File: config.mk
export PLATFORM = sky130hd
export DESIGN_NAME = instr_fetch_unit
export DESIGN_NICKNAME = d
export VERILOG_FILES = /design/src/rtl/instr_fetch_unit.sv
export SDC_FILE = /design/constraint.sdc
export NUM_CORES = 1
export LEC_CHECK = 0
export CAP_MARGIN = 20
export CELL_PAD_IN_SITES_DETAIL_PLACEMENT = 1
export CELL_PAD_IN_SITES_GLOBAL_PLACEMENT = 2
export CORE_ASPECT_RATIO = 1.25
export CORE_MARGIN = 5
export CORE_UTILIZATION = 40
export CTS_CLUSTER_DIAMETER = 40
export DETAILED_ROUTE_END_ITERATION = 7
export PLACE_DENSITY_LB_ADDON = 0.1
export SLEW_MARGIN = 20
export SYNTH_ARGS = -nofsm -noshare
export SYNTH_HDL_FRONTEND = slang
export SYNTH_SLANG_ARGS = --single-unit
File: constraint.sdc
create_clock -name i_clk -period 6.07 [get_ports i_clk]
set_clock_uncertainty 0.2 [all_clocks]
set_input_delay 1.214 -clock i_clk [delete_from_list [all_inputs] [get_ports i_clk]]
set_output_delay 1.214 -clock i_clk [all_outputs]
set_load 0.01 [all_outputs]
File: src/rtl/instr_fetch_unit.sv
// Instruction fetch unit: issues sequential word fetches to IMEM, buffers the
// returned words in an in-order FIFO for decode, and squashes wrong-path work on redirect.
module instr_fetch_unit #(
  parameter logic [31:0] RESET_PC = 32'h0000_0000,
  parameter int unsigned DEPTH    = 4
) (
  input  logic        i_clk,
  input  logic        i_rst_n,
  output logic        o_imem_req,
  output logic [31:0] o_imem_addr,
  input  logic        i_imem_gnt,
  input  logic        i_imem_rvalid,
  input  logic [31:0] i_imem_rdata,
  input  logic        i_redirect,
  input  logic [31:0] i_redirect_pc,
  output logic        o_instr_vld,
  output logic [31:0] o_instr,
  output logic [31:0] o_instr_pc,
  input  logic        i_instr_rdy,
  output logic        o_fetch_err
);

  localparam int unsigned PW = $clog2(DEPTH);
  localparam int unsigned CW = $clog2(DEPTH) + 1;

  typedef enum logic {ST_FETCH, ST_ERR} state_t;

  typedef struct packed {
    logic [31:0] instr;
    logic [31:0] pc;
  } fetch_entry_t;

  state_t          state_q, state_d;
  logic            started_q;
  logic            fetch_err_q, fetch_err_d;
  logic [31:0]     fetch_pc_q, fetch_pc_d;
  logic [CW-1:0]   outst_q, outst_d;
  logic [CW-1:0]   discard_q, discard_d;
  logic [CW-1:0]   count_q, count_d;
  logic [CW-1:0]   outst_eff_c, disc_eff_c;
  logic [CW:0]     credit_c;
  logic [PW-1:0]   rd_ptr_q, rd_ptr_d, wr_ptr_q, wr_ptr_d;
  logic [PW-1:0]   ar_ptr_q, ar_ptr_d, aw_ptr_q, aw_ptr_d;
  logic            req_c, hs_c, push_c, pop_c;
  fetch_entry_t    push_entry_c;
  fetch_entry_t    fifo_mem [DEPTH];
  logic [31:0]     addr_mem [DEPTH];

  // Credit covers both in-flight requests and buffered words so the FIFO cannot overflow.
  assign credit_c    = {1'b0, outst_q} + {1'b0, count_q};
  assign req_c       = started_q && (state_q == ST_FETCH) && !i_redirect &&
                       (credit_c < (CW+1)'(DEPTH));
  assign o_imem_req  = req_c;
  assign o_imem_addr = fetch_pc_q;
  assign o_instr_vld = (state_q == ST_FETCH) && (count_q != '0);
  assign o_instr     = fifo_mem[rd_ptr_q].instr;
  assign o_instr_pc  = fifo_mem[rd_ptr_q].pc;
  assign o_fetch_err = fetch_err_q;

  always_comb begin
    state_d      = state_q;
    fetch_err_d  = fetch_err_q;
    fetch_pc_d   = fetch_pc_q;
    outst_d      = outst_q;
    discard_d    = discard_q;
    count_d      = count_q;
    rd_ptr_d     = rd_ptr_q;
    wr_ptr_d     = wr_ptr_q;
    ar_ptr_d     = ar_ptr_q;
    aw_ptr_d     = aw_ptr_q;
    outst_eff_c  = outst_q;
    disc_eff_c   = discard_q;
    hs_c         = 1'b0;
    push_c       = 1'b0;
    pop_c        = 1'b0;
    push_entry_c = '{instr: i_imem_rdata, pc: addr_mem[ar_ptr_q]};

    if (state_q == ST_FETCH) begin
      hs_c  = req_c & i_imem_gnt;
      pop_c = o_instr_vld & i_instr_rdy;
      if (i_redirect) begin
        // A response landing in the redirect cycle is wrong-path and is consumed here.
        if (i_imem_rvalid) begin
          if (discard_q != '0)    disc_eff_c  = discard_q - CW'(1);
          else if (outst_q != '0) outst_eff_c = outst_q - CW'(1);
        end
        if (i_redirect_pc[1:0] == 2'b00) begin
          fetch_pc_d = i_redirect_pc;
          discard_d  = disc_eff_c + outst_eff_c;
        end else begin
          state_d     = ST_ERR;
          fetch_err_d = 1'b1;
          discard_d   = '0;
        end
        outst_d  = '0;
        count_d  = '0;
        rd_ptr_d = '0;
        wr_ptr_d = '0;
        ar_ptr_d = '0;
        aw_ptr_d = '0;
      end else begin
        if (i_imem_rvalid) begin
          if (discard_q != '0)    discard_d = discard_q - CW'(1);
          else if (outst_q != '0) push_c    = 1'b1;
        end
        if (hs_c) fetch_pc_d = fetch_pc_q + 32'd4;
        outst_d  = outst_q + CW'(hs_c) - CW'(push_c);
        count_d  = count_q + CW'(push_c) - CW'(pop_c);
        aw_ptr_d = aw_ptr_q + PW'(hs_c);
        ar_ptr_d = ar_ptr_q + PW'(push_c);
        wr_ptr_d = wr_ptr_q + PW'(push_c);
        rd_ptr_d = rd_ptr_q + PW'(pop_c);
      end
    end
  end

  always_ff @(posedge i_clk or negedge i_rst_n) begin
    if (!i_rst_n) begin
      state_q     <= ST_FETCH;
      started_q   <= 1'b0;
      fetch_err_q <= 1'b0;
      fetch_pc_q  <= RESET_PC;
      outst_q     <= '0;
      discard_q   <= '0;
      count_q     <= '0;
      rd_ptr_q    <= '0;
      wr_ptr_q    <= '0;
      ar_ptr_q    <= '0;
      aw_ptr_q    <= '0;
      for (int unsigned i = 0; i < DEPTH; i++) begin
        fifo_mem[PW'(i)] <= '0;
        addr_mem[PW'(i)] <= '0;
      end
    end else begin
      state_q     <= state_d;
      started_q   <= 1'b1;
      fetch_err_q <= fetch_err_d;
      fetch_pc_q  <= fetch_pc_d;
      outst_q     <= outst_d;
      discard_q   <= discard_d;
      count_q     <= count_d;
      rd_ptr_q    <= rd_ptr_d;
      wr_ptr_q    <= wr_ptr_d;
      ar_ptr_q    <= ar_ptr_d;
      aw_ptr_q    <= aw_ptr_d;
      if (hs_c)   addr_mem[aw_ptr_q] <= fetch_pc_q;
      if (push_c) fifo_mem[wr_ptr_q] <= push_entry_c;
    end
  end

endmodule

### Metal 3

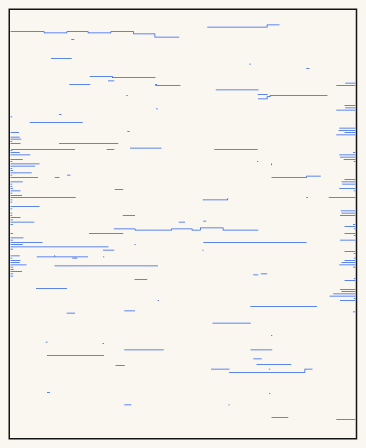
- nets with wire on the layer: 117
- share of all routed wire: 3.6%
M3 GR Usage: 0.03041
via count: 11,994
final wirelength: 49,760 µm

### I/O pins on the die edge

Pins as bars across the die edge, other pins in gray.
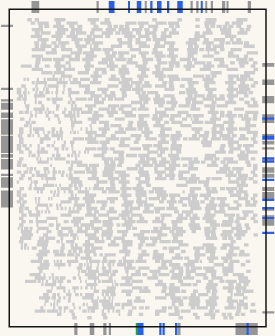
- blue: o_instr_pc (pins 32; direction output; edge 14 top, 10 right, 8 bottom)
- green: o_instr_vld (pins 1; direction output; edge bottom)
- all pins by edge: 54 left, 46 right, 38 bottom, 31 top
vertical extent of the die: 259.6 µm
Die Wd: 209.7 µm
number of input and output port buffers inserted: 168

### Wiring by layer

Two of the layers only.
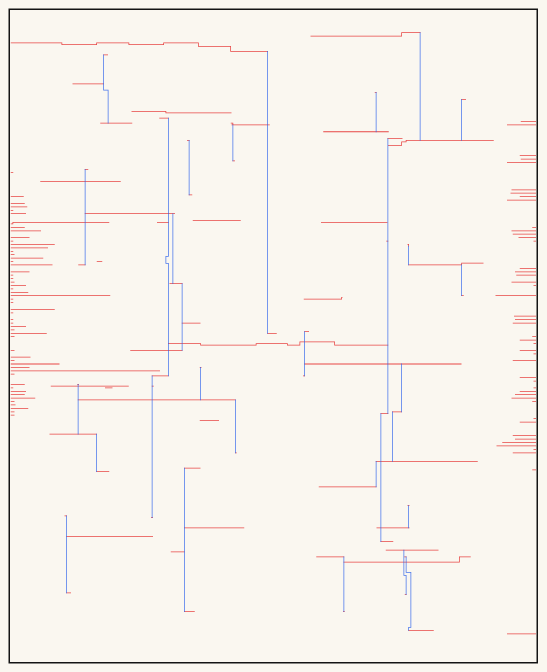
- blue: met4 (wire length 990 µm)
- red: met3 (wire length 1,770 µm)

==> run summary <==
Implementation results.

The run finished with clean final reports. The filler cell count is 4,751. CTS saw 436 sinks. The biggest cell category by area in the final layout is registers. Once placement completed, the tool counted placed cells totaling 2,080. The critical path launch point type is a flop. The clock-net power is 0.00396 W. The area recorded from the Yosys report for this design is 19,940 µm². The worst-case hold slack is 280.5 ps. The H-tree depth is 3. In this run the core area contains 91 standard-cell rows.

The number of warnings reported in the yosys synthesis log is 0. After clock tree synthesis, the clock-pin slew on the worst setup and hold paths is 50 ps. The post-CTS hold buffer count recorded in the log is 0. The overall power of the completed layout is 0.007059 W. The chip occupies 54,440 µm². The final layout contains a sequential cell count of 436. The non-clock buffer instance count of the final layout is 190. After clock tree synthesis, the setup repair step added 0 buffers.

In the post-synthesis netlist, the biggest area contributors are dfrtp_1, mux2_2, mux4_2. The worst VDD IR drop from the latest analysis is 0.0001752 V. The maximum cell stage delay along the critical path is 910 ps. The global router's overall resource usage is 0.1867. The per-cell routed wire length is 22.61 µm.

The total placed instance area is 22,170 µm². TritonCTS built the clock tree. The proportion of total power due to net switching is 0.2176. The sum of net half-perimeters after detailed placement is 30,490 µm. Sorting the synthesized cells by how often they occur yields dfrtp_1, mux2_2, mux4_2. The flow reported a cell area power density of 288.1 nW/µm². The cell resize tally after clock tree synthesis is 0. In the final report, the number of pins over their slew limit comes to 0. For this run, the register share of the synthesized area comes to 0.5472. The sequential cell area is 10,920 µm². The number of tap cells inserted is 651. Pin placement for this block handled 169 I/O pins.

The number of nets handed over by synthesis was 1,426. The number of buffers and inverters on the critical path is 2. The relative contribution of combinational cells to total power is 0.023.

For reference, the most critical setup path is categorized as flop to output pin. The share of the core filled with cells is 0.4969. The final critical delay including setup and external delays is 4442 ps.

The synthesized area divided by synthesized cell count is 14.91 µm². The destination of the worst register-to-register timing path is outst_q[2]. Summed over all layers, the global routing overflow is 0. The power report attributes to the sequential group a share of 0.415.

The accumulated negative setup slack is 0 ps. The flow reports an fmax of 225.1 MHz. Warnings raised by the tools during the run amount to 32. The fraction of layout instances using a drive strength above 1 is 0.3987.

The actual transition at the worst max-transition pin is 1063 ps. The setup check on the worst reg-to-reg path leaves a slack of 2520 ps. Cell internal power was estimated by the tool at 0.005523 W. Per report_power, the Combinational row totals 0.000166 W.

Per the OpenROAD power report, switching power amounts to 0.001536 W. The timing endpoint of the critical path is o_instr_pc[17]. The number of enable flip-flop cells is 0. The number of cell instances after yosys synthesis is 1,337.

The share of the core area taken by cells at floorplan is 0.4044. The most instantiated library cell after synthesis is dfrtp_1. The final net count is 1,588. The DRC violation total after the first TritonRoute iteration is 593. The number of logic gates is 786. The finished cells cover 24,500 µm². The critical path endpoint has a required time of 4660 ps. Of all power groups, the one with the highest power is the clock network. The cell count after synthesis came out at 1,337.

The detailed-route vias per instance is 5.449. The final timing report lists a hold violation count of 0. The count of antenna diodes in the layout is 0. The flip-flop count of the largest register, all copies and words added is 256. The worst hold path depth is 1. The number of DRC violations after detailed routing is 0. The finished layout holds 2,201 standard cells, fillers aside. Between the synthesized netlist and the finished layout, the area growth was recorded as 22.87%.

The timing report attributes the biggest portion of critical-path delay to flip-flops. For this design the static power due to leakage is 11.51 nW. The worst setup timing slack at the placement stage is 1802 ps. The number of buffers added by the clock tree synthesis step is 68.

Once detail routing completed, the nets flagged for antenna violations numbered 0. The later pin in the worst-skew pair is clocked with a latency of 570 ps.
[layer usage]
| layer | part of all wire | routed length [µm] | GRT usage | vias to the layer above |
|---|---|---|---|---|
| met1 | 0.45 | 22600 | 0.2578 | 6405 |
| met3 | 0.036 | 1772 | 0.03041 | 74 |
| met2 | 0.49 | 24400 | 0.3068 | 198 |
| met4 | 0.020 | 989 | 0.05530 | 0 |
| met5 | 0 | 0 | 0 | - |
| li1 | - | - | - | 5317 |
[cells by family (layout without fill, tap and decap cells)]
group | after synthesis | count (layout) | synth area share
mux | 483 | 483 | 0.3265
flops | 436 | 436 | 0.5472
simple gates | 153 | 153 | 0.04198
compound gates | 124 | 124 | 0.03878
buf+inv | 115 | 328 | 0.02968
fa+ha+maj | 19 | 19 | 0.01305
xor+xnor | 6 | 6 | 0.002636
other cells | 1 | 1 | 0.0001881
Power and IR drop assume default switching activity.
